--- config.mk ---
export PLATFORM = sky130hd
export DESIGN_NAME = aftab_pipe_shifter
export DESIGN_NICKNAME = d
export VERILOG_FILES = /design/src/rtl/aftab_pipe_shifter_pkg.sv /design/src/rtl/aftab_pipe_shifter_shift_level.sv /design/src/rtl/aftab_pipe_shifter.sv
export SDC_FILE = /design/constraint.sdc
export NUM_CORES = 1
export LEC_CHECK = 0
export ABC_AREA = 1
export CAP_MARGIN = 25
export CORE_ASPECT_RATIO = 0.9
export CORE_MARGIN = 4
export CORE_UTILIZATION = 60
export CTS_BUF_LIST = sky130_fd_sc_hd__clkbuf_4
export DETAILED_ROUTE_END_ITERATION = 10
export GPL_TIMING_DRIVEN = 0
export PLACE_DENSITY = 0.84
export SKIP_LAST_GASP = 1
export SLEW_MARGIN = 30
export SYNTH_ARGS = -nofsm -noshare
export SYNTH_HDL_FRONTEND = slang
export SYNTH_HIERARCHICAL = 1
export SYNTH_SLANG_ARGS = --single-unit
--- constraint.sdc ---
create_clock -name clk -period 3.96 [get_ports clk]
set_clock_uncertainty 0.15 [all_clocks]
set_input_delay 1.188 -clock clk [delete_from_list [all_inputs] [get_ports clk]]
set_output_delay 1.188 -clock clk [all_outputs]
set_load 0.02 [all_outputs]
--- src/rtl/aftab_pipe_shifter_pkg.sv ---
// Shared definitions for the pipelined barrel shift unit: mode encodings
// (also used by the decoder/controller) and helpers that split the mux
// levels across pipeline stages.
package aftab_pipe_shifter_pkg;

  typedef enum logic [2:0] {
    SHIFT_SLL = 3'b000,
    SHIFT_SRL = 3'b001,
    SHIFT_SRA = 3'b010,
    SHIFT_ROL = 3'b011,
    SHIFT_ROR = 3'b100
  } shiftMode_e;

  // Number of mux levels owned by stage s; the first (levels mod stages)
  // stages each take one extra level.
  function automatic int unsigned levelCount(input int unsigned levels,
                                             input int unsigned stages,
                                             input int unsigned s);
    return (levels / stages) + ((s < (levels % stages)) ? 1 : 0);
  endfunction

  // Index of the first mux level owned by stage s.
  function automatic int unsigned levelStart(input int unsigned levels,
                                             input int unsigned stages,
                                             input int unsigned s);
    int unsigned extra;
    extra = levels % stages;
    return s * (levels / stages) + ((s < extra) ? s : extra);
  endfunction

endpackage

--- src/rtl/aftab_pipe_shifter_shift_level.sv ---
// One combinational mux level of the barrel shifter: shifts or rotates by
// the fixed distance DIST when en is set, otherwise passes data through.
module aftab_shift_level
  import aftab_pipe_shifter_pkg::*;
#(
  parameter int unsigned WIDTH = 32,
  parameter int unsigned DIST  = 1
) (
  input  logic [WIDTH-1:0] data,
  input  logic             en,
  input  logic [2:0]       mode,
  input  logic             fill_bit,
  output logic [WIDTH-1:0] shifted
);

  // Select the shifted/rotated form for this level's distance.
  always_comb begin
    shifted = data;
    if (en) begin
      case (mode)
        SHIFT_SLL: shifted = {data[WIDTH-DIST-1:0], {DIST{1'b0}}};
        SHIFT_SRL: shifted = {{DIST{1'b0}}, data[WIDTH-1:DIST]};
        SHIFT_SRA: shifted = {{DIST{fill_bit}}, data[WIDTH-1:DIST]};
        SHIFT_ROL: shifted = {data[WIDTH-DIST-1:0], data[WIDTH-1:WIDTH-DIST]};
        SHIFT_ROR: shifted = {data[DIST-1:0], data[WIDTH-1:DIST]};
        default:   shifted = data;
      endcase
    end
  end

endmodule

--- src/rtl/aftab_pipe_shifter.sv ---
// Pipelined barrel shift unit for the AFTAB datapath. The log2(WIDTH) mux
// levels are distributed over PIPE_STAGES register stages; the last stage
// register drives the output. Valid/ready handshake with whole-pipe stall
// and an in-flight flush.
module aftab_pipe_shifter
  import aftab_pipe_shifter_pkg::*;
#(
  parameter  int unsigned WIDTH       = 32,
  parameter  int unsigned PIPE_STAGES = 2,
  localparam int unsigned SHAMT_W     = $clog2(WIDTH)
) (
  input  logic               clk,
  input  logic               rst,
  input  logic               flush,
  input  logic               in_valid,
  output logic               in_ready,
  input  logic [WIDTH-1:0]   in_data,
  input  logic [SHAMT_W-1:0] in_shamt,
  input  logic [2:0]         in_mode,
  output logic               out_valid,
  input  logic               out_ready,
  output logic [WIDTH-1:0]   out_data
);

  if (WIDTH < 8 || WIDTH > 64 || (WIDTH & (WIDTH - 1)) != 0 ||
      PIPE_STAGES < 1 || PIPE_STAGES > SHAMT_W) begin : gBadParam
    $error("aftab_pipe_shifter: unsupported WIDTH/PIPE_STAGES combination");
  end

  logic                   stall;
  logic [PIPE_STAGES-1:0] stgValid;

  // Stage boundaries: index s is what stage s consumes; data index
  // PIPE_STAGES is the output register.
  logic [WIDTH-1:0]   bndData  [PIPE_STAGES+1];
  logic [SHAMT_W-1:0] bndShamt [PIPE_STAGES];
  logic [2:0]         bndMode  [PIPE_STAGES];
  logic               bndFill  [PIPE_STAGES];

  assign stall     = out_valid & ~out_ready;
  assign in_ready  = ~stall;
  assign out_valid = stgValid[PIPE_STAGES-1];
  assign out_data  = bndData[PIPE_STAGES];

  // SRA fill bit is the operand MSB captured at entry and carried along.
  assign bndData[0]  = in_data;
  assign bndShamt[0] = in_shamt;
  assign bndMode[0]  = in_mode;
  assign bndFill[0]  = in_data[WIDTH-1];

  // Valid pipeline: reset beats flush, flush beats stall; bubbles advance as-is.
  always_ff @(posedge clk) begin
    if (rst) begin
      stgValid <= '0;
    end else if (flush) begin
      stgValid <= '0;
    end else if (!stall) begin
      stgValid[0] <= in_valid;
      for (int unsigned i = 1; i < PIPE_STAGES; i++) begin
        stgValid[i] <= stgValid[i-1];
      end
    end
  end

  for (genvar s = 0; s < PIPE_STAGES; s++) begin : gStage
    localparam int unsigned LN = levelCount(SHAMT_W, PIPE_STAGES, s);
    localparam int unsigned LS = levelStart(SHAMT_W, PIPE_STAGES, s);

    logic [WIDTH-1:0] chain [LN+1];
    logic [WIDTH-1:0] dataQ;

    assign chain[0] = bndData[s];

    for (genvar j = 0; j < LN; j++) begin : gLevel
      aftab_shift_level #(
        .WIDTH(WIDTH),
        .DIST (1 << (LS + j))
      ) uLevel (
        .data    (chain[j]),
        .en      (bndShamt[s][LS+j]),
        .mode    (bndMode[s]),
        .fill_bit(bndFill[s]),
        .shifted (chain[j+1])
      );
    end

    if (s == PIPE_STAGES - 1) begin : gOut
      // Output register: the only data register with a reset value.
      always_ff @(posedge clk) begin
        if (rst) begin
          dataQ <= '0;
        end else if (!stall) begin
          dataQ <= chain[LN];
        end
      end
    end else begin : gMid
      logic [SHAMT_W-1:0] shamtQ;
      logic [2:0]         modeQ;
      logic               fillQ;

      // Intermediate stage: partial result plus control carried forward.
      always_ff @(posedge clk) begin
        if (!stall) begin
          dataQ  <= chain[LN];
          shamtQ <= bndShamt[s];
          modeQ  <= bndMode[s];
          fillQ  <= bndFill[s];
        end
      end

      assign bndShamt[s+1] = shamtQ;
      assign bndMode[s+1]  = modeQ;
      assign bndFill[s+1]  = fillQ;
    end

    assign bndData[s+1] = dataQ;
  end

endmodule
Fig. 1: sequential cells grouped by signal name
Bar = 20 microns. Other sequential cells in the stronger gray, the rest of the logic in the fainter gray.
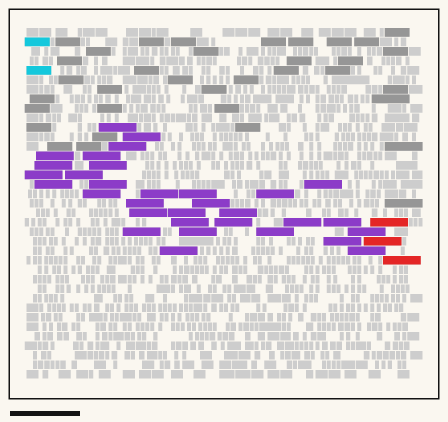
Key: purple = gStage.dataQ [flops 32, where a horizontal strip, middle]; red = gStage.gMid.modeQ [flops 3]; cyan = stgValid [flops 2]
register area: 1820 sq um
Core Util, Final: 71.7%
seq pwr: 0.992 mW

Fig. 2: routing congestion
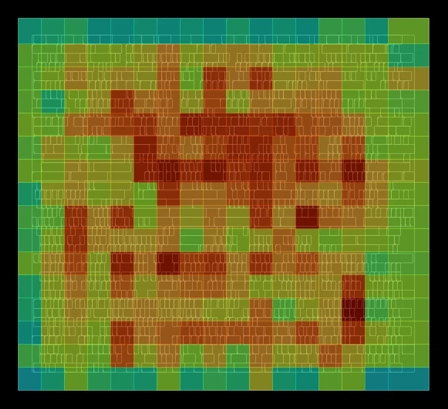
busiest metal layer after global routing: met1
met2 Use GR: 43.8%
Global Route Usage Sum: 32.1%
DR WL/cell: 14.1 microns

Fig. 3: metal layers overlaid
Bar = 20 microns.
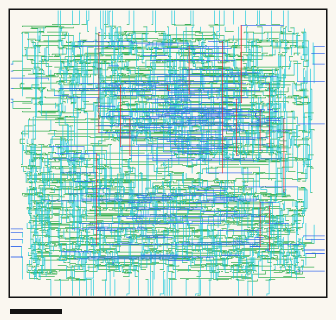
Key: blue = metal 3 [wire length 2700 microns]; red = metal 4 [wire length 339 microns]; cyan = metal 2 [wire length 8580 microns]; green = metal 1 [wire length 9840 microns]
WL final: 21500 microns
via total after detailed routing: 8003

Fig. 4: zoomed window
Bar = 5 microns. Window x 51 to 71, y 68 to 88 microns. Cells in gray, sequential cells in the stronger gray; small squares are vias.
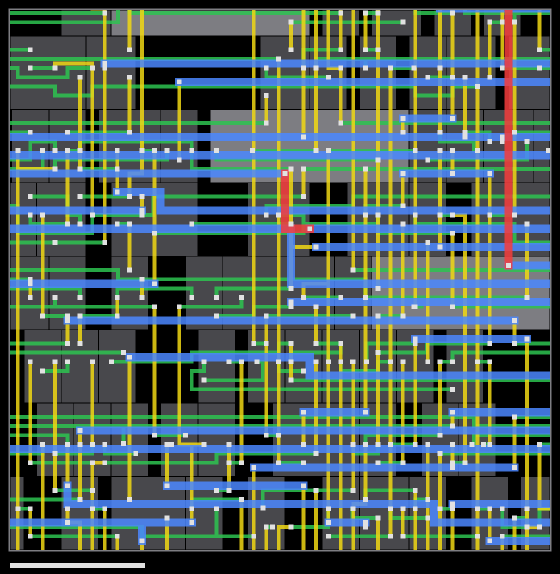
Key: red = metal 4; yellow = metal 2; blue = metal 3; green = metal 1
Most frequent: nor2_1 (17), nand2_1 (17), inv_1 (5). 57 logic cells have their middle in the window. Sequential cells in the window: 2. Netlist names of flops here include out_data (2).

==> flow_metrics.env <==
# yosys + openroad results
export IMPL_start_kind="input pin"
export IMPL_synth_seq_cells=72
export IMPL_synth_nets=1318
export IMPL_worst_ep_arrival_time_ps=2450
export IMPL_logic_area_sq_um=4240
export IMPL_flops=72
export IMPL_nClkBuffers=10
export IMPL_ant_nets=0
export IMPL_setup_slack_ps=170
export IMPL_top_cell="nor2_1"
export IMPL_die_w_microns=123
export IMPL_fmax_mhz=264
export IMPL_max_stage_delay_ps=480
export IMPL_instances_no_fill=1524
export IMPL_antenna_found_initial=0
export IMPL_status="completed"
export IMPL_die_h_microns=111
export IMPL_clk_share_pct=1.64
export IMPL_tap_cells=156
export IMPL_comb_cells=991
export IMPL_cts_buffers=9
export IMPL_warnings=26
export IMPL_yosys_stat_chipArea_sq_um=7090
export IMPL_swShare_pct=41.2
export IMPL_maxPowerGroup="combinational logic"
export IMPL_dpl_worst_slack_ps=-429
export IMPL_seqPwrFrac_pct=38.3
export IMPL_p_leak_nw=4.07
export IMPL_gp_routability_congestion=0.989
export IMPL_slew_headroom_pct=51.1
export IMPL_synthCells=1273
export IMPL_cts_sinks=72
export IMPL_top_layer_used="met4"
export IMPL_lay_top_cells="nor2_1 (443), nand2_1 (328), inv_1 (136)"
export IMPL_cp_required_ps=2620
export IMPL_switchingPower_mw=1.07
export IMPL_area_leaders="nor2_1 (23%), nand2_1 (17%), edfxtp_1 (16%), dfxtp_1 (9.6%), inv_1 (7.2%)"
export IMPL_critical_path_max_fanout=10
export IMPL_clkPwrFrac_pct=17.8
export IMPL_fp_utilization_pct=61.7
export IMPL_worstHoldPathCells=2
export IMPL_wl_met3_microns=2700
export IMPL_syn2layout_area_growth_pct=16.2
export IMPL_synth_async_reset_ratio_pct=0
export IMPL_grt_ovfl_total=0
export IMPL_r2r_cells=12
export IMPL_comb_area_share_pct=51.4
export IMPL_hp_start="stgValid[0]$_SDFFE_PP0N_"
export IMPL_buffers_excl_clock=143
export IMPL_report_final_slew_viol_count=0
export IMPL_path_buffers=4
export IMPL_ctsResizeCount=1
export IMPL_use_met3_pct=8.72
-- cells by family (layout without fill, tap and decap cells) --
family,count (synthesis),in the layout,synth area share [%]
simple gates,877,877,50.7
buf+inv,210,305,14.6
compound gates,114,114,9.02
flops,72,72,25.7
-- worst max path at each step --
| stage | startpoint | to | slack (ps) | cells past startpoint |
|---|---|---|---|---|
| after global placement | in_mode[2] | gStage[0].dataQ[16]$_DFFE_PN_ | -430 | 15 |
| after global routing | out_ready | in_ready | 90 | 5 |
| after floorplan | out_ready | in_ready | 1030 | 3 |
| final | out_ready | in_ready | 170 | 5 |
| after CTS | in_mode[2] | gStage[0].dataQ[16]$_DFFE_PN_ | 20 | 15 |
| after detailed placement | in_mode[2] | gStage[0].dataQ[16]$_DFFE_PN_ | -430 | 15 |
Power and IR drop assume default switching activity.
